===== config.mk =====
export PLATFORM = sky130hd
export DESIGN_NAME = idli_ifb_m
export DESIGN_NICKNAME = d
export VERILOG_FILES = /design/src/rtl/idli_pkg.sv /design/src/rtl/idli_ifb_fifo_m.sv /design/src/rtl/idli_ifb_m.sv
export SDC_FILE = /design/constraint.sdc
export NUM_CORES = 1
export LEC_CHECK = 0
export ABC_AREA = 1
export ABC_CLOCK_PERIOD_IN_PS = 3800
export CORE_MARGIN = 5
export CORE_UTILIZATION = 36
export CTS_BUF_LIST = sky130_fd_sc_hd__clkbuf_8
export DETAILED_ROUTE_END_ITERATION = 8
export GPL_TIMING_DRIVEN = 0
export PLACE_DENSITY_LB_ADDON = 0.25
export SLEW_MARGIN = 15
export SYNTH_ARGS = -nofsm -noshare
export SYNTH_HDL_FRONTEND = slang
export SYNTH_SLANG_ARGS = --single-unit

===== constraint.sdc =====
create_clock -name i_ifb_gck -period 3.8 [get_ports i_ifb_gck]
set_input_delay 0.95 -clock i_ifb_gck [delete_from_list [all_inputs] [get_ports i_ifb_gck]]
set_output_delay 0.95 -clock i_ifb_gck [all_outputs]
set_load 0.005 [all_outputs]

===== src/rtl/idli_pkg.sv =====
// Shared types for the idli fetch path: slice/counter aliases, the fetch
// buffer state encoding and the {pc, word} entry held by the fetch FIFO.
package idli_pkg;

    typedef logic [1:0]  ctr_t;
    typedef logic [3:0]  slice_t;
    typedef logic [15:0] word_t;

    typedef enum logic [1:0] {
        RUN      = 2'd0,
        CAPTURE  = 2'd1,
        REDIRECT = 2'd2
    } ifb_state_t;

    typedef struct packed {
        word_t pc;
        word_t word;
    } ifb_entry_t;

    localparam int IFB_DEPTH_DEFAULT = 2;

    // Slice k of a 16-bit quantity; slices travel LSB first.
    function automatic slice_t slice_of(input word_t w, input ctr_t k);
        return w[{k, 2'b00} +: 4];
    endfunction

endpackage


===== src/rtl/idli_ifb_fifo_m.sv =====
// Circular buffer of {pc, word} entries for the fetch buffer. A pop in the
// same cycle as a push frees the slot first, so a full FIFO can still
// accept a word while its head is being consumed.
module idli_ifb_fifo_m
    import idli_pkg::*;
#(
    parameter int DEPTH = IFB_DEPTH_DEFAULT
)
(
    input  logic                     clk_i,
    input  logic                     rst_ni,
    input  logic                     flush_i,
    input  logic                     push_i,
    input  ifb_entry_t               entry_i,
    input  logic                     pop_i,
    output ifb_entry_t               head_o,
    output logic                     full_o,
    output logic                     empty_o,
    output logic [$clog2(DEPTH):0]   count_o
);

    localparam int AW = $clog2(DEPTH);
    localparam int CW = AW + 1;

    ifb_entry_t     mem_q [DEPTH];
    logic [AW-1:0]  wr_q, wr_d;
    logic [AW-1:0]  rd_q, rd_d;
    logic [CW-1:0]  count_q, count_d;
    logic           pushOk;
    logic           popOk;

    assign full_o  = (count_q == CW'(DEPTH));
    assign empty_o = (count_q == '0);
    assign count_o = count_q;
    assign head_o  = mem_q[rd_q];
    assign popOk   = pop_i && !empty_o;
    assign pushOk  = push_i && (!full_o || popOk);

    // Pointer and occupancy update; flush discards everything at once.
    always_comb begin
        wr_d    = wr_q;
        rd_d    = rd_q;
        count_d = count_q;
        if (flush_i) begin
            wr_d    = '0;
            rd_d    = '0;
            count_d = '0;
        end else begin
            if (popOk) begin
                rd_d = rd_q + AW'(1);
            end
            if (pushOk) begin
                wr_d = wr_q + AW'(1);
            end
            count_d = count_q + CW'(pushOk) - CW'(popOk);
        end
    end

    // Pointer registers, cleared by reset.
    always_ff @(posedge clk_i or negedge rst_ni) begin
        if (!rst_ni) begin
            wr_q    <= '0;
            rd_q    <= '0;
            count_q <= '0;
        end else begin
            wr_q    <= wr_d;
            rd_q    <= rd_d;
            count_q <= count_d;
        end
    end

    // Entry storage; contents are only meaningful while counted as occupied.
    always_ff @(posedge clk_i) begin
        if (pushOk && !flush_i) begin
            mem_q[wr_q] <= entry_i;
        end
    end

    countInRange: assert property (@(posedge clk_i) disable iff (!rst_ni)
        count_q <= CW'(DEPTH));

endmodule


===== src/rtl/idli_ifb_m.sv =====
// Instruction fetch buffer: rebuilds 16-bit words from the 4-bit SQI stream,
// tags them with the fetch PC, buffers them and replays them to decode one
// slice per cycle. Owns the fetch PC and asks the SQI to redirect on a
// branch or when a word had to be dropped because the buffer was full.
module idli_ifb_m
    import idli_pkg::*;
#(
    parameter int DEPTH = IFB_DEPTH_DEFAULT
)
(
    input  logic   i_ifb_gck,
    input  logic   i_ifb_rst_n,
    input  ctr_t   i_ifb_ctr,
    input  slice_t i_ifb_sqi_data,
    input  logic   i_ifb_sqi_data_vld,
    output logic   o_ifb_sqi_redirect,
    output slice_t o_ifb_sqi_addr,
    input  logic   i_ifb_br_taken,
    input  slice_t i_ifb_br_pc,
    input  logic   i_ifb_dec_ack,
    output logic   o_ifb_dec_vld,
    output slice_t o_ifb_dec_data,
    output slice_t o_ifb_dec_pc
);

    localparam int CW = $clog2(DEPTH) + 1;

    ifb_state_t    state_q, state_d;
    word_t         fpc_q, fpc_d;
    logic          replay_q, replay_d;
    logic [11:0]   asm_q, asm_d;
    logic          asmValid_q, asmValid_d;
    logic          decVld_q, decVld_d;

    logic          ctrFirst, ctrLast, branch;
    logic          wordDone, pushReq, pushOk, pop, drop;
    ifb_entry_t    head;
    logic          fifoFull, fifoEmpty;
    logic [CW-1:0] fifoCount;

    assign ctrFirst = (i_ifb_ctr == 2'd0);
    assign ctrLast  = (i_ifb_ctr == 2'd3);
    assign branch   = ctrFirst && i_ifb_br_taken;

    // Word-boundary state decision; state_d is the state of the current word.
    always_comb begin
        state_d = state_q;
        if (branch) begin
            state_d = CAPTURE;
        end else if (ctrFirst) begin
            unique case (state_q)
                CAPTURE:  state_d = REDIRECT;
                REDIRECT: state_d = RUN;
                default:  state_d = replay_q ? REDIRECT : RUN;
            endcase
        end
    end

    // Slice assembly; any gap in valid before the last slice loses the word.
    always_comb begin
        asm_d      = asm_q;
        asmValid_d = asmValid_q;
        unique case (i_ifb_ctr)
            2'd0: begin
                asm_d[3:0] = i_ifb_sqi_data;
                asmValid_d = i_ifb_sqi_data_vld && !branch;
            end
            2'd1: begin
                asm_d[7:4] = i_ifb_sqi_data;
                asmValid_d = asmValid_q && i_ifb_sqi_data_vld;
            end
            2'd2: begin
                asm_d[11:8] = i_ifb_sqi_data;
                asmValid_d  = asmValid_q && i_ifb_sqi_data_vld;
            end
            default: begin
                asmValid_d = 1'b0;
            end
        endcase
    end

    assign wordDone = ctrLast && asmValid_q && i_ifb_sqi_data_vld;
    assign pushReq  = wordDone && (state_d == RUN) && !replay_q;
    assign pop      = ctrLast && i_ifb_dec_ack && decVld_q && !fifoEmpty;
    assign drop     = pushReq && fifoFull && !pop;
    assign pushOk   = pushReq && !drop;

    // Fetch PC, replay flag and decode-valid next values.
    always_comb begin
        fpc_d    = fpc_q;
        replay_d = replay_q;
        decVld_d = decVld_q;
        if (state_d == CAPTURE) begin
            fpc_d = {i_ifb_br_pc, fpc_q[15:4]};
        end else if (pushOk) begin
            fpc_d = fpc_q + 16'd1;
        end
        if (ctrFirst && (state_d != RUN)) begin
            replay_d = 1'b0;
        end else if (drop) begin
            replay_d = 1'b1;
        end
        if (ctrLast) begin
            decVld_d = ((fifoCount + CW'(pushOk) - CW'(pop)) != '0);
        end
    end

    // Control and datapath registers, all forced to idle by reset.
    always_ff @(posedge i_ifb_gck or negedge i_ifb_rst_n) begin
        if (!i_ifb_rst_n) begin
            state_q    <= RUN;
            fpc_q      <= '0;
            replay_q   <= 1'b0;
            asm_q      <= '0;
            asmValid_q <= 1'b0;
            decVld_q   <= 1'b0;
        end else begin
            state_q    <= state_d;
            fpc_q      <= fpc_d;
            replay_q   <= replay_d;
            asm_q      <= asm_d;
            asmValid_q <= asmValid_d;
            decVld_q   <= decVld_d;
        end
    end

    idli_ifb_fifo_m #(
        .DEPTH (DEPTH)
    ) u_fifo (
        .clk_i   (i_ifb_gck),
        .rst_ni  (i_ifb_rst_n),
        .flush_i (branch),
        .push_i  (pushReq),
        .entry_i ('{pc: fpc_q, word: {i_ifb_sqi_data, asm_q}}),
        .pop_i   (pop),
        .head_o  (head),
        .full_o  (fifoFull),
        .empty_o (fifoEmpty),
        .count_o (fifoCount)
    );

    assign o_ifb_sqi_redirect = (state_d == REDIRECT);
    assign o_ifb_sqi_addr     = o_ifb_sqi_redirect ? slice_of(fpc_q, i_ifb_ctr) : '0;
    assign o_ifb_dec_vld      = decVld_q;
    assign o_ifb_dec_data     = decVld_q ? slice_of(head.word, i_ifb_ctr) : '0;
    assign o_ifb_dec_pc       = decVld_q ? slice_of(head.pc, i_ifb_ctr) : '0;

    ctrSteps: assert property (@(posedge i_ifb_gck) disable iff (!i_ifb_rst_n)
        i_ifb_ctr == ctr_t'($past(i_ifb_ctr) + 2'd1));

    noRedirectInCapture: assert property (@(posedge i_ifb_gck) disable iff (!i_ifb_rst_n)
        (state_d == CAPTURE) |-> !o_ifb_sqi_redirect);

endmodule

==> reports/results.md, run 1 <==
| Quantity | This run |
|---|---|
| Least-Margin Pin Slew | 630 ps |
| Crit path largest cell delay | 520 ps |
| Static Leakage | 2.39 nW |
| Most common cell after layout, fill and taps aside | sky130_fd_sc_hd__nand2_1 |
| Total track usage | 15.7% |
| Gate power share | 29.7% |
| Max Slew Vio Count | 0 |
| Critical path peak fanout | 11 |
| Area taken by flip-flops and latches | 0.00285 sq mm |
| Kind of start point of the critical path | primary input |
| Number of hold buffers added after cts | 0 |
| Chip width | 127 um |
| Die Span Y | 127 um |
| Internal | 1.94 mW |
| Pin count of the biggest net entering global routing | 28 |
| Instance count of the mapped netlist | 517 |
| Net count after synthesis | 542 |
| Post-Synthesis Mean Instance Area | 9.53 sq um |
| Remaining antenna violation count after routing | 0 |
| Post-place instance area | 0.00550 sq mm |
| Buf+Inv Stages, Crit Path | 6 |
| Sequential share of the synthesized area | 57.8% |
| Status | finished clean |
| Sequential fraction of design power | 50.9% |
| Share of total power in the clock network | 19.4% |
| Clk buf depth | 2 |
| Comb. cell area | 0.00183 sq mm |
| Fill cells | 1295 |
| Ys cells | 517 |
| Number of non-filler instances in the completed layout | 742 |
| Part of the cycle the worst path needs | 98.1% |
| Number of core rows | 42 |
| Critical path, cell by cell | buf_2, inv_4, buf_8, ha_1, buf_6, inv_4, nand2_2, nand2_2, nand2_4, a21oi_2, clkdlybuf4s50_1 |
| Top achievable clock speed | 268 MHz |
| Count of inserted antenna diode cells | 0 |
| DP HPWL | 8320 um |
| Number of warnings reported in the yosys synthesis log | 0 |
| Top-level port count | 29 |
| Insertion delay of the later-clocked pin in the worst-skew pair | 370 ps |
| Inst Count DP | 724 |
| Pwr Density | 535 mW/mm^2 |
| Routed length per instance | 16.1 um |
| DRT Wirelength | 11900 um |
| Data arrival, critical path | 2780 ps |
| Required @ worst endpoint | 2850 ps |
| Critical setup path kind | primary input to primary output |
| Top Family by Delay on Critical Path | buffers and inverters |
| Clock root cell | sky130_fd_sc_hd__clkbuf_8 |
| Count of instances resized after the clock tree is built | 22 |
| Peak supply drop | 241 uV |
| Floorplan-stage core utilization | 36.9% |
| Setup repair after global routing missed its margin | no |
| Relative max-transition margin | 58.0% |
| Type of the worst min-delay path | flop to flop |
| Max-capacitance violation count | 0 |
-- run 1: cells in the mapped netlist, drive strengths merged --
| cell type | number | area share (%) |
|---|---|---|
| or2 | 2 | 0.25 |
| nand2 | 109 | 9.0 |
| o21ai | 62 | 6.4 |
| xor2 | 4 | 0.71 |
| nor2 | 81 | 6.5 |
| nand3 | 37 | 4.2 |
| ha | 10 | 2.5 |
| a22oi | 1 | 0.15 |
| xnor2 | 2 | 0.36 |
| a21oi | 13 | 1.3 |
| nand3b | 2 | 0.30 |
| inv | 41 | 3.2 |
| mux2 | 8 | 1.8 |
| nor4b | 1 | 0.18 |
| clkbuf | 13 | 1.0 |
| nand4 | 5 | 0.64 |
| dfrtp | 37 | 19 |
| edfxtp | 64 | 39 |
| o22ai | 16 | 2.0 |
| buf | 9 | 1.6 |
-- run 1: through the flow --
| step | hold WS, ps | util (%) | power [mW] |
|---|---|---|---|
| 6_report | 471 | 42.9 | 3.06 |
| 3_3_place_gp | 442 | 40.7 | 2.46 |
| 2_1_floorplan | 438 | - | 2.09 |
| 4_1_cts | 476 | 42.8 | 3.09 |
| 5_1_grt | 490 | 42.9 | 3.28 |
| 3_5_place_dp | 454 | 41.2 | 2.48 |
-- run 1: routing by layer --
metal / up-vias / GRT usage, % / wire (um)
met5: - / 0 / 0
met4: 0 / 6.25 / 252
met3: 16 / 2.30 / 403
met2: 79 / 24.6 / 5630
met1: 1774 / 22.0 / 5630
li1: 1847 / - / -
-- run 1: state kept, by name (all words and copies together) (netlist names) --
name,flops
asmValid_q,1
asm_q,12
fpc_q,16
o_ifb_dec_vld,1
replay_q,1
state_q,2
u_fifo.count_o,2
u_fifo.mem_q,64
u_fifo.rd_q,1
u_fifo.wr_q,1
-- run 1: final timing paths --
kind                         startpoint                   to  slack [ps]  cells past startpoint
max in group asynchronous   i_ifb_rst_n             fpc_q[0]        2830                      2
max reg2reg                  state_q[1]  u_fifo.mem_q[0][21]        1490                     12
min in group asynchronous   i_ifb_rst_n             asm_q[4]         490                      1
min reg2reg                   asm_q[11]  u_fifo.mem_q[0][11]         470                      0
max                        i_ifb_ctr[1]    o_ifb_sqi_addr[0]          70                     11
min                           asm_q[11]  u_fifo.mem_q[0][11]         470                      0
-- run 1: final cells by class --
type / instances / share of cell area (%)
tap: 176 / 3.85
clock inverter: 7 / 0.700
inverter: 41 / 2.78
clock buffer: 9 / 2.16
multi-input combinational: 353 / 32.1
timing repair buffer: 35 / 6.38
sequential: 101 / 49.8
buffer: 20 / 2.32
-- run 1: logic make-up after synthesis --
kind of cell / count (synthesis) / synth area share, %
DFF: 101 / 57.8
muxes: 8 / 1.83
AOI/OAI and AO/OA: 92 / 9.88
adders and majority gates: 10 / 2.54
buffers and inverters: 63 / 5.77
xor gates and xnor gates: 6 / 1.07
and+or+nand+nor: 237 / 21.1
-- run 1: power groups by stage --
stage | sequential (mW) | clock, mW | combinational [mW]
global route | 1.59 | 0.658 | 1.04
detailed placement | 1.58 | 0 | 0.904
floorplan | 1.49 | 0 | 0.602
finish | 1.56 | 0.594 | 0.909
global placement | 1.58 | 0 | 0.882
CTS | 1.56 | 0.615 | 0.917
Fig. 1: run 1, logic cells by family
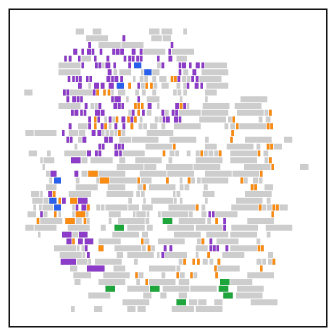
purple -> nand cells  # cells 153, most used nand2_1
green -> mux cells  # cells 8, most used mux2_2, where bottom center
blue -> xor and xnor cells  # cells 6, most used xor2_1
orange -> nor cells  # cells 82, most used nor2_1

Fig. 2: run 1, M2 wires
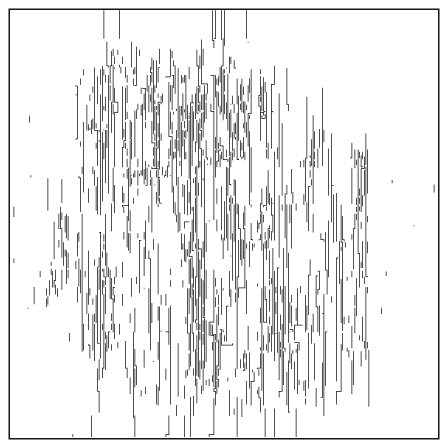
nets with wire on the layer = 430
wire length on this layer = 5630 um
main direction = vertical
share of all routed wire = 47%
number of vias in the routed layout: 3716
global-route met2 utilization: 24.6%

Fig. 3: run 1, the clock network
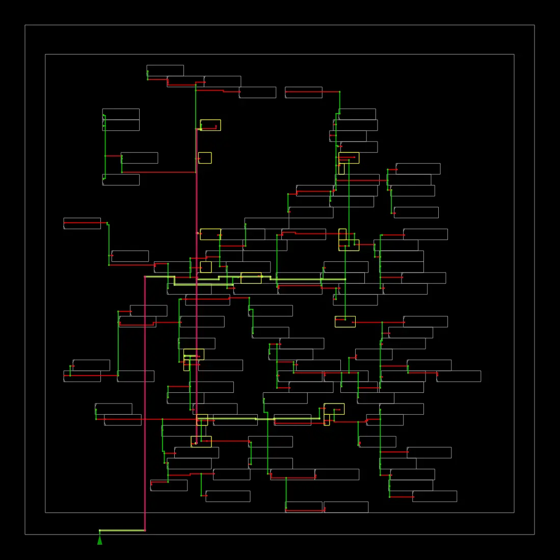
number of sequential cells: 101
Final Skew: 8.90 ps
sinks on the clock net: 101
TritonCTS Buffers: 9
clock buffers: 9

Fig. 4: run 1, sizing map
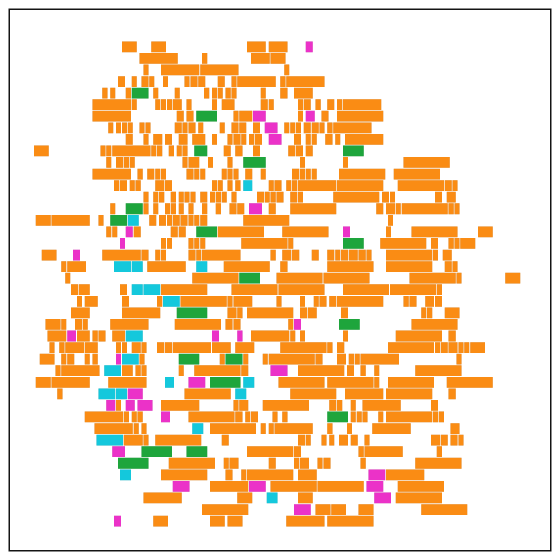
magenta -> x2  # cells 30, share 5.3%
orange -> x1 and smaller  # cells 497, share 88%
cyan -> x3 and x4  # cells 20, share 3.5%
green -> x6 and larger  # cells 19, share 3.4%
non-clock buffer count: 55
area added between synthesis and finish: 16.2%
final instance area: 0.00572 sq mm
post-layout worst setup margin: 72.1 ps

==> run 1 -> run 2 <==
--- a/config.mk
+++ b/config.mk
@@ -13,7 +13,6 @@
 export DETAILED_ROUTE_END_ITERATION = 8
 export GPL_TIMING_DRIVEN = 0
 export PLACE_DENSITY_LB_ADDON = 0.25
-export SLEW_MARGIN = 15
 export SYNTH_ARGS = -nofsm -noshare
 export SYNTH_HDL_FRONTEND = slang
 export SYNTH_SLANG_ARGS = --single-unit
Fig. 5: run 2, the clock network
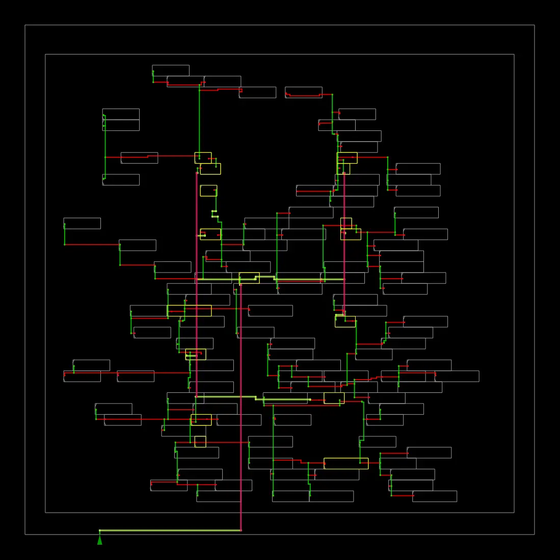
Final Skew: 10.0 ps
insertion delay of the later-clocked pin in the worst-skew pair: 370 ps

Fig. 6: run 2, placement by cell class
The bar under the picture is 50 um long. Fill, decap, tap and diode cells in gray.
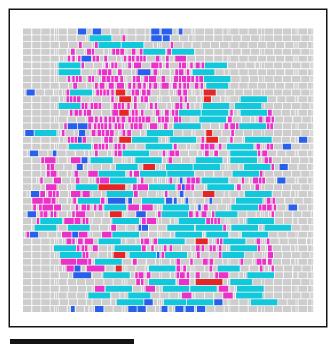
red -> clock drivers and dummy loads  # cells 16, share of their area 4.2%
blue -> remaining buffers and delay cells  # cells 54, share of their area 8.6%
magenta -> remaining logic cells  # cells 394, share of their area 36%
cyan -> registers  # cells 101, share of their area 51%
Placeable Area: 0.0133 sq mm
final core utilization: 43.2%
final instance area: 0.00576 sq mm
Seq/total area: 49.4%

Fig. 7: run 2, logic cells by family
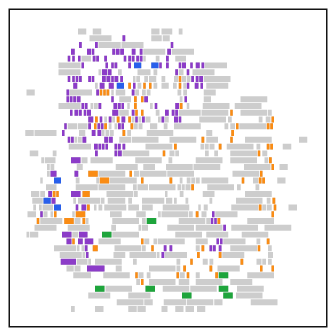
purple -> nand cells  # cells 153, most used nand2_1
green -> mux cells  # cells 8, most used mux2_2, where bottom center
blue -> xor and xnor cells  # cells 6, most used xor2_1
orange -> nor cells  # cells 82, most used nor2_1

==> run 2 against run 1 <==
Effect of this change:
- count of clock-buffer cells in the layout is the same
- maximum frequency up 0.61%
- power increased by 6.1%
- via count up 0.32%
- critical path type unchanged
- worst hold slack improved by 3.9 ps
- cell count down 0.13%
- first-iteration DRC count grew 20%
- routed wire length rose by 0.64%
==> reports/results.md, run 2 <==
| Quantity | This run | Change |
|---|---|---|
| Status | finished clean |  |
| Top-area cell share | 39.0% | unchanged |
| Kind of start point of the critical path | primary input |  |
| Most common cell in the synthesized netlist | sky130_fd_sc_hd__nand2_1 |  |
| Static Leakage | 2.40 nW | +0.42% |
| Top achievable clock speed | 270 MHz | +0.61% |
| Floorplan-stage core utilization | 36.9% | unchanged |
| Pwr Density | 564 mW/mm^2 | +5.4% |
| Number of warnings reported in the yosys synthesis log | 0 | unchanged |
| Least-Margin Pin Slew | 962 ps | +332 ps |
| Post-layout worst setup margin | 94.5 ps | +22.4 ps |
| Max-capacitance violation count | 0 | unchanged |
| Number of hold buffers added after cts | 0 | unchanged |
| Most common cell after layout, fill and taps aside | sky130_fd_sc_hd__nand2_1 |  |
| Clk buf depth | 2 | unchanged |
| Fill cells | 1300 | +0.39% |
| Leading register cell type out of synthesis | sky130_fd_sc_hd__edfxtp_1 |  |
| Number of vias in the routed layout | 3728 | +0.32% |
| Sinks on the clock net | 101 | unchanged |
| Leading cell types by count after synthesis | sky130_fd_sc_hd__nand2_1 (105), sky130_fd_sc_hd__nor2_1 (78), sky130_fd_sc_hd__edfxtp_1 (64), sky130_fd_sc_hd__o21ai_0 (59), sky130_fd_sc_hd__inv_1 (38) |  |
| Net count after synthesis | 542 | unchanged |
| Number of non-filler instances in the completed layout | 741 | -0.13% |
| Type of the worst min-delay path | primary input to async pin |  |
| Instance count of the mapped netlist | 517 | unchanged |
| Cell taking the most area after synthesis | sky130_fd_sc_hd__edfxtp_1 |  |
| Data arrival, critical path | 2760 ps | -20 ps |
| Die Span Y | 127 um | unchanged |
| Critical path peak fanout | 11 | unchanged |
| Part of the cycle the worst path needs | 97.5% | -0.59 points |
| Share of flip-flops with an asynchronous set or reset after synthesis | 36.6% | unchanged |
| Peak supply drop | 186 uV | -23% |
| Clock root cell | sky130_fd_sc_hd__clkbuf_8 |  |
| Post-layout total power | 3.25 mW | +6.1% |
| Critical setup path kind | primary input to primary output |  |
| Relative max-transition margin | 35.7% | -22 points |
| Total track usage | 15.6% | -0.068 points |
| DRT Wirelength | 12000 um | +0.64% |
| Pin count of the biggest net entering global routing | 33 | +18% |
| Area added between synthesis and finish | 17.0% |  |
| Reg with most FFs | u_fifo.mem_q |  |
| Required @ worst endpoint | 2850 ps | about the same |
| Flip-flop count of the largest register, all copies and words added | 64 | unchanged |
| Sequential share of the synthesized area | 57.8% | unchanged |
| Post-Synthesis Mean Instance Area | 9.53 sq um | unchanged |
| Remaining antenna violation count after routing | 0 | unchanged |
run 2: cell counts after synthesis:
No cell type changed its count.
run 2: cell families (layout without fill, tap and decap cells):
kind of cell / after synthesis / after routing / share of synthesized area (%)
simple gates: 237 / 237 / 21.1
flops: 101 / 101 / 57.8
compound gates: 92 / 92 / 9.88
buf+inv: 63 / 111 / 5.77
fa+ha+maj: 10 / 10 / 2.54
mux: 8 / 8 / 1.83
xor+xnor: 6 / 6 / 1.07
run 2: layout make-up:
class / count / area (sq um) / share of cell area [%]
Sequential cell: 101 / 2850 / 49.4
Multi-Input combinational cell: 353 / 1830 / 31.8
Timing Repair Buffer: 34 / 342 / 5.93
Tap cell: 176 / 220 / 3.82
Inverter: 41 / 159 / 2.76
Buffer: 20 / 133 / 2.30
Clock buffer: 9 / 124 / 2.15
Clock inverter: 7 / 106 / 1.85
run 2: stage by stage:
stage          area, sq um  setup TNS, ps
2_1_floorplan         4930         -19430
3_3_place_gp          5430        -144840
3_5_place_dp          5480         -42090
4_1_cts               5760              0
5_1_grt               5760          -1.33
6_report              5760              0
run 2: timing repair:
item | 4_1_cts | 5_1_grt
endpoints found under the setup margin | 45 | 5
setup buffers | 4 | 0
gates resized | 25 | 6
run 2: where the power goes:
part / switching [mW] / internal (mW)
sequential: 0.220 / 1.34
combinational: 0.545 / 0.365
clock: 0.395 / 0.381
total: 1.16 / 2.09
run 2: routing by layer:
layer / global-route usage, % / up-vias / share of wire [%]
li1: - / 1832 / -
met1: 21.8 / 1781 / 46
met2: 25.1 / 99 / 48
met3: 2.34 / 16 / 4.6
met4: 5.17 / 0 / 1.5
met5: 0 / - / 0
run 2: path summary, 6_finish.rpt:
| kind | depth (start not counted) | end | from | slack (ps) |
|---|---|---|---|---|
| worst max register to register | 10 | u_fifo.mem_q[0][18] | state_q[0] | 1180 |
| worst max-delay path | 12 | o_ifb_sqi_addr[2] | i_ifb_ctr[1] | 90 |
| worst min-delay path | 1 | asm_q[4] | i_ifb_rst_n | 470 |
| min in group i_ifb_gck | 0 | u_fifo.mem_q[0][9] | asm_q[9] | 470 |
| max in group asynchronous | 2 | fpc_q[0] | i_ifb_rst_n | 2840 |
| worst min register to register | 0 | u_fifo.mem_q[0][9] | asm_q[9] | 470 |
run 2: worst max-delay path, stage by stage:
cell and delay [ps]:
sky130_fd_sc_hd__buf_2 170, sky130_fd_sc_hd__inv_4 100, sky130_fd_sc_hd__buf_8 140, sky130_fd_sc_hd__ha_1 160
sky130_fd_sc_hd__buf_6 150, sky130_fd_sc_hd__inv_4 70, sky130_fd_sc_hd__nor2_2 90, sky130_fd_sc_hd__nand3_2 90
sky130_fd_sc_hd__nand2_2 90, sky130_fd_sc_hd__nand2_4 90, sky130_fd_sc_hd__a21oi_2 130, sky130_fd_sc_hd__clkdlybuf4s50_1 510
==> run 2 -> run 3 <==
--- a/config.mk
+++ b/config.mk
@@ -12,6 +12,7 @@
 export CTS_BUF_LIST = sky130_fd_sc_hd__clkbuf_8
 export DETAILED_ROUTE_END_ITERATION = 8
 export GPL_TIMING_DRIVEN = 0
+export HOLD_SLACK_MARGIN = 0.15
 export PLACE_DENSITY_LB_ADDON = 0.25
 export SYNTH_ARGS = -nofsm -noshare
 export SYNTH_HDL_FRONTEND = slang
Fig. 8: run 3, logic cells by family
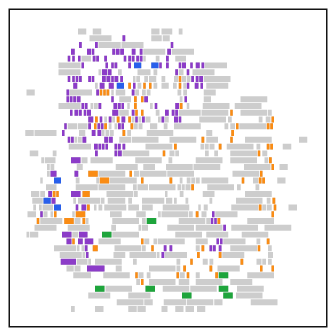
green -> mux cells  # cells 8, most used mux2_2, where bottom center
blue -> xor and xnor cells  # cells 6, most used xor2_1
purple -> nand cells  # cells 153, most used nand2_1
orange -> nor cells  # cells 82, most used nor2_1

Fig. 9: run 3, placement by cell class
The bar under the picture is 50 um long. Fill, decap, tap and diode cells in gray.
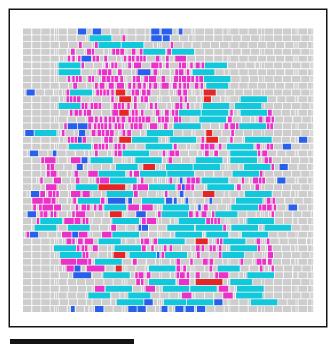
magenta -> remaining logic cells  # cells 394, share of their area 36%
cyan -> registers  # cells 101, share of their area 51%
red -> clock drivers and dummy loads  # cells 16, share of their area 4.2%
blue -> remaining buffers and delay cells  # cells 54, share of their area 8.6%
number of core rows: 42

Fig. 10: run 3, sizing map
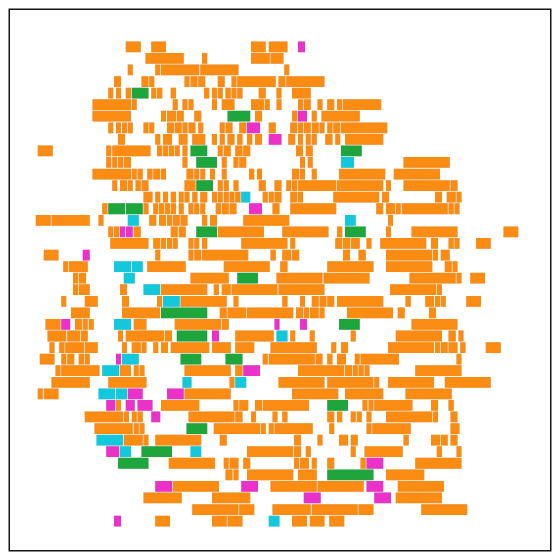
orange -> x1 and smaller  # cells 495, share 88%
green -> x6 and larger  # cells 21, share 3.7%
magenta -> x2  # cells 28, share 5.0%
cyan -> x3 and x4  # cells 21, share 3.7%

==> run 3 against run 2 <==
Effect of this change:
- maximum frequency unchanged
- count of clock-buffer cells in the layout unchanged
- largest power group unchanged
- highest routed layer unchanged
- non-clock buffer count unchanged
- flip-flop count unchanged
- routed wire length unchanged
- area after synthesis unchanged
- global-route usage unchanged
==> reports/results.md, run 3 <==
| Quantity | This run | Change |
|---|---|---|
| Pwr Density | 564 mW/mm^2 | unchanged |
| Most common cell in the synthesized netlist | sky130_fd_sc_hd__nand2_1 |  |
| Leading cell types by count after synthesis | sky130_fd_sc_hd__nand2_1 (105), sky130_fd_sc_hd__nor2_1 (78), sky130_fd_sc_hd__edfxtp_1 (64), sky130_fd_sc_hd__o21ai_0 (59), sky130_fd_sc_hd__inv_1 (38) |  |
| Clk buf depth | 2 | unchanged |
| Sinks on the clock net | 101 | unchanged |
| Biggest area contributors in the synthesized netlist | sky130_fd_sc_hd__edfxtp_1 (39%), sky130_fd_sc_hd__dfrtp_1 (19%), sky130_fd_sc_hd__nand2_1 (8.0%) |  |
| Status | finished clean |  |
| Detailed-router iteration count before antenna repair | 5 |  |
| Critical path peak fanout | 11 | unchanged |
| Insertion delay of the later-clocked pin in the worst-skew pair | 370 ps | about the same |
| Die Footprint | 0.0161 sq mm |  |
| Flops after synth | 101 |  |
| Commonest non-fill, non-tap cells in the layout | sky130_fd_sc_hd__nand2_1 (103), sky130_fd_sc_hd__nor2_1 (76), sky130_fd_sc_hd__edfxtp_1 (64) |  |
| Post-Synthesis Mean Instance Area | 9.53 sq um | unchanged |
| Flip-flop count of the largest register, all copies and words added | 64 | unchanged |
| Share of total power in the clock network | 23.9% | about the same |
| Max Slew Vio Count | 0 |  |
| Leading register cell type out of synthesis | sky130_fd_sc_hd__edfxtp_1 |  |
| Post-layout minimum cycle time | 3710 ps |  |
| Area added between synthesis and finish | 17.0% | unchanged |
| H-tree levels | 3 |  |
| Fill cells | 1300 | unchanged |
| Final tally of hold violations | 0 |  |
| Clock root cell | sky130_fd_sc_hd__clkbuf_8 |  |
| Remaining antenna violation count after routing | 0 | unchanged |
| Initial antenna violation count | 0 |  |
| Type of the worst min-delay path | primary input to async pin |  |
| Comb. cell area | 0.00183 sq mm | unchanged |
| Die Span Y | 127 um | unchanged |
| TritonCTS clock tree | yes |  |
| Kind of start point of the critical path | primary input |  |
| Pin count of the biggest net entering global routing | 33 | unchanged |
| Top-area cell share | 39.0% | unchanged |
| Reg-to-reg critical path startpoint | state_q[0] |  |
| Gate power share | 28.0% | about the same |
| Chip width | 127 um |  |
| Relative max-transition margin | 35.7% | unchanged |
| Leading registers by flop count | u_fifo.mem_q (64), fpc_q (16), asm_q (12) |  |
| Sw frac | 35.7% | unchanged |
| Data arrival, critical path | 2760 ps | about the same |
| Max-capacitance violation count | 0 | unchanged |
| Reg with most FFs | u_fifo.mem_q |  |
| Total overflow reported by the global router | 0 |  |
| Final Skew | 10.0 ps | unchanged |
| Net switching component of the power | 1.16 mW | unchanged |
| DRT Wirelength | 12000 um | unchanged |
| Part of the cycle the worst path needs | 97.5% | unchanged |
| Capture instance of the worst register-to-register path | u_fifo.mem_q[0][18] |  |
| Share of flip-flops with an asynchronous set or reset after synthesis | 36.6% | unchanged |
| Number of non-filler instances in the completed layout | 741 | unchanged |
| Number of warnings reported in the yosys synthesis log | 0 | unchanged |
| Sequential fraction of design power | 48.1% | about the same |
| Top-level port count | 29 |  |
| Final number of setup-violating endpoints | 0 |  |
| Count of port buffers added during placement | 28 |  |
| Top achievable clock speed | 270 MHz | unchanged |
| Clock slew seen by the registers of the worst setup and hold paths | 110 ps |  |
| Instance count of the mapped netlist | 517 | unchanged |
| Register-to-register path setup slack | 1180 ps | about the same |
| Placeable Area | 0.0133 sq mm | unchanged |
| Share of final-layout standard cells stronger than drive strength 1 | 12.4% |  |
| Launching element of the worst setup path | i_ifb_ctr[1] |  |
| Weighted congestion at the end of routability-driven global placement | 0.902 |  |
| Static Leakage | 2.40 nW | unchanged |
| Number of logged tool warnings | 30 |  |
| Least-Margin Pin Slew | 962 ps | unchanged |
| Net count after synthesis | 542 | unchanged |
| Depth of the worst register-to-register path | 10 | unchanged |
| Most common cell after layout, fill and taps aside | sky130_fd_sc_hd__nand2_1 |  |
| Cell taking the most area after synthesis | sky130_fd_sc_hd__edfxtp_1 |  |
| Floorplan-stage core utilization | 36.9% | unchanged |
| 1st-iter DRT viols | 311 |  |
| TritonCTS Buffers | 9 |  |
| Total cell area reported by yosys after synthesis | 0.00493 sq mm |  |
| Area taken by flip-flops and latches | 0.00285 sq mm | unchanged |
| Total number of nets in the final design | 585 |  |
| Internal | 2.09 mW | unchanged |
| Critical setup path kind | primary input to primary output |  |
| Total track usage | 15.6% | unchanged |
| DP HPWL | 8230 um |  |
| Peak supply drop | 186 uV | unchanged |
| Number of vias in the routed layout | 3728 | unchanged |
| Required @ worst endpoint | 2850 ps | about the same |
| Sequential share of the synthesized area | 57.8% | unchanged |
| First-pass GRT wire length | 19700 um |  |
## run 3: cell counts after synthesis
Identical to the previous run, type by type.
## run 3: area by class of cell
type                    instances  share of cell area (%)
flip-flops and latches        101                    49.4
multi-input cells             353                    31.8
repair buffers                 34                    5.93
well taps                     176                    3.82
inverters                      41                    2.76
plain buffers                  20                    2.30
clock buffers                   9                    2.15
clock inverters                 7                    1.85
## run 3: per-layer routing
metal	vias to the layer above	routed length [um]	global-route usage, %	share of wire, %
met2	99	5750	25.1	48
met4	0	179	5.17	1.5
met3	16	553	2.34	4.6
li1	1832	-	-	-
met5	-	0	0	0
met1	1781	5500	21.8	46
## run 3: timing repair
action / CTS / global route
hold buffers: 0 / 0
gates resized: 25 / 6
endpoints found under the setup margin: 45 / 5
buffers inserted: 4 / 0
## run 3: logic make-up (layout without fill, tap and decap cells)
| logic type | count (synthesis) | count (layout) | synth area share (%) |
|---|---|---|---|
| xor+xnor | 6 | 6 | 1.07 |
| mux | 8 | 8 | 1.83 |
| compound gates | 92 | 92 | 9.88 |
| simple gates | 237 | 237 | 21.1 |
| flops | 101 | 101 | 57.8 |
| buf+inv | 63 | 111 | 5.77 |
| fa+ha+maj | 10 | 10 | 2.54 |
## run 3: how the worst max path moves through the flow
stage | endpoint | slack [ps]
2_1_floorplan | u_fifo.mem_q[0][0] | -300
5_1_grt | o_ifb_sqi_addr[2] | -1
3_5_place_dp | o_ifb_sqi_addr[3] | -1220
6_report | o_ifb_sqi_addr[2] | 90
3_3_place_gp | u_fifo.mem_q[1][7] | -2130
4_1_cts | o_ifb_sqi_addr[3] | 8
## run 3: power by group through the flow
stage	Clock, mW	Combinational [mW]	Sequential, mW
6_report	0.776	0.910	1.56
5_1_grt	0.831	1.03	1.59
4_1_cts	0.787	0.918	1.56
3_5_place_dp	0	0.903	1.58
3_3_place_gp	0	0.882	1.58
2_1_floorplan	0	0.602	1.49
## run 3: critical path: stages
cell and delay (ps):
sky130_fd_sc_hd__buf_2 170, sky130_fd_sc_hd__inv_4 100, sky130_fd_sc_hd__buf_8 140, sky130_fd_sc_hd__ha_1 160
sky130_fd_sc_hd__buf_6 150, sky130_fd_sc_hd__inv_4 70, sky130_fd_sc_hd__nor2_2 90, sky130_fd_sc_hd__nand3_2 90
sky130_fd_sc_hd__nand2_2 90, sky130_fd_sc_hd__nand2_4 90, sky130_fd_sc_hd__a21oi_2 130, sky130_fd_sc_hd__clkdlybuf4s50_1 510
## run 3: stage by stage
stage	area, sq um	setup slack (ps)	setup TNS (ps)	util (%)	power, mW
2_1_floorplan	4930	-304	-19430	-	2.09
3_3_place_gp	5430	-2130	-144840	40.7	2.46
3_5_place_dp	5480	-1220	-42090	41.0	2.48
4_1_cts	5760	8.33	0	43.1	3.26
5_1_grt	5760	-1.33	-1.33	43.2	3.45
6_report	5760	94.5	0	43.2	3.25
No activity file was given, so power comes from the tool's default toggle rates.
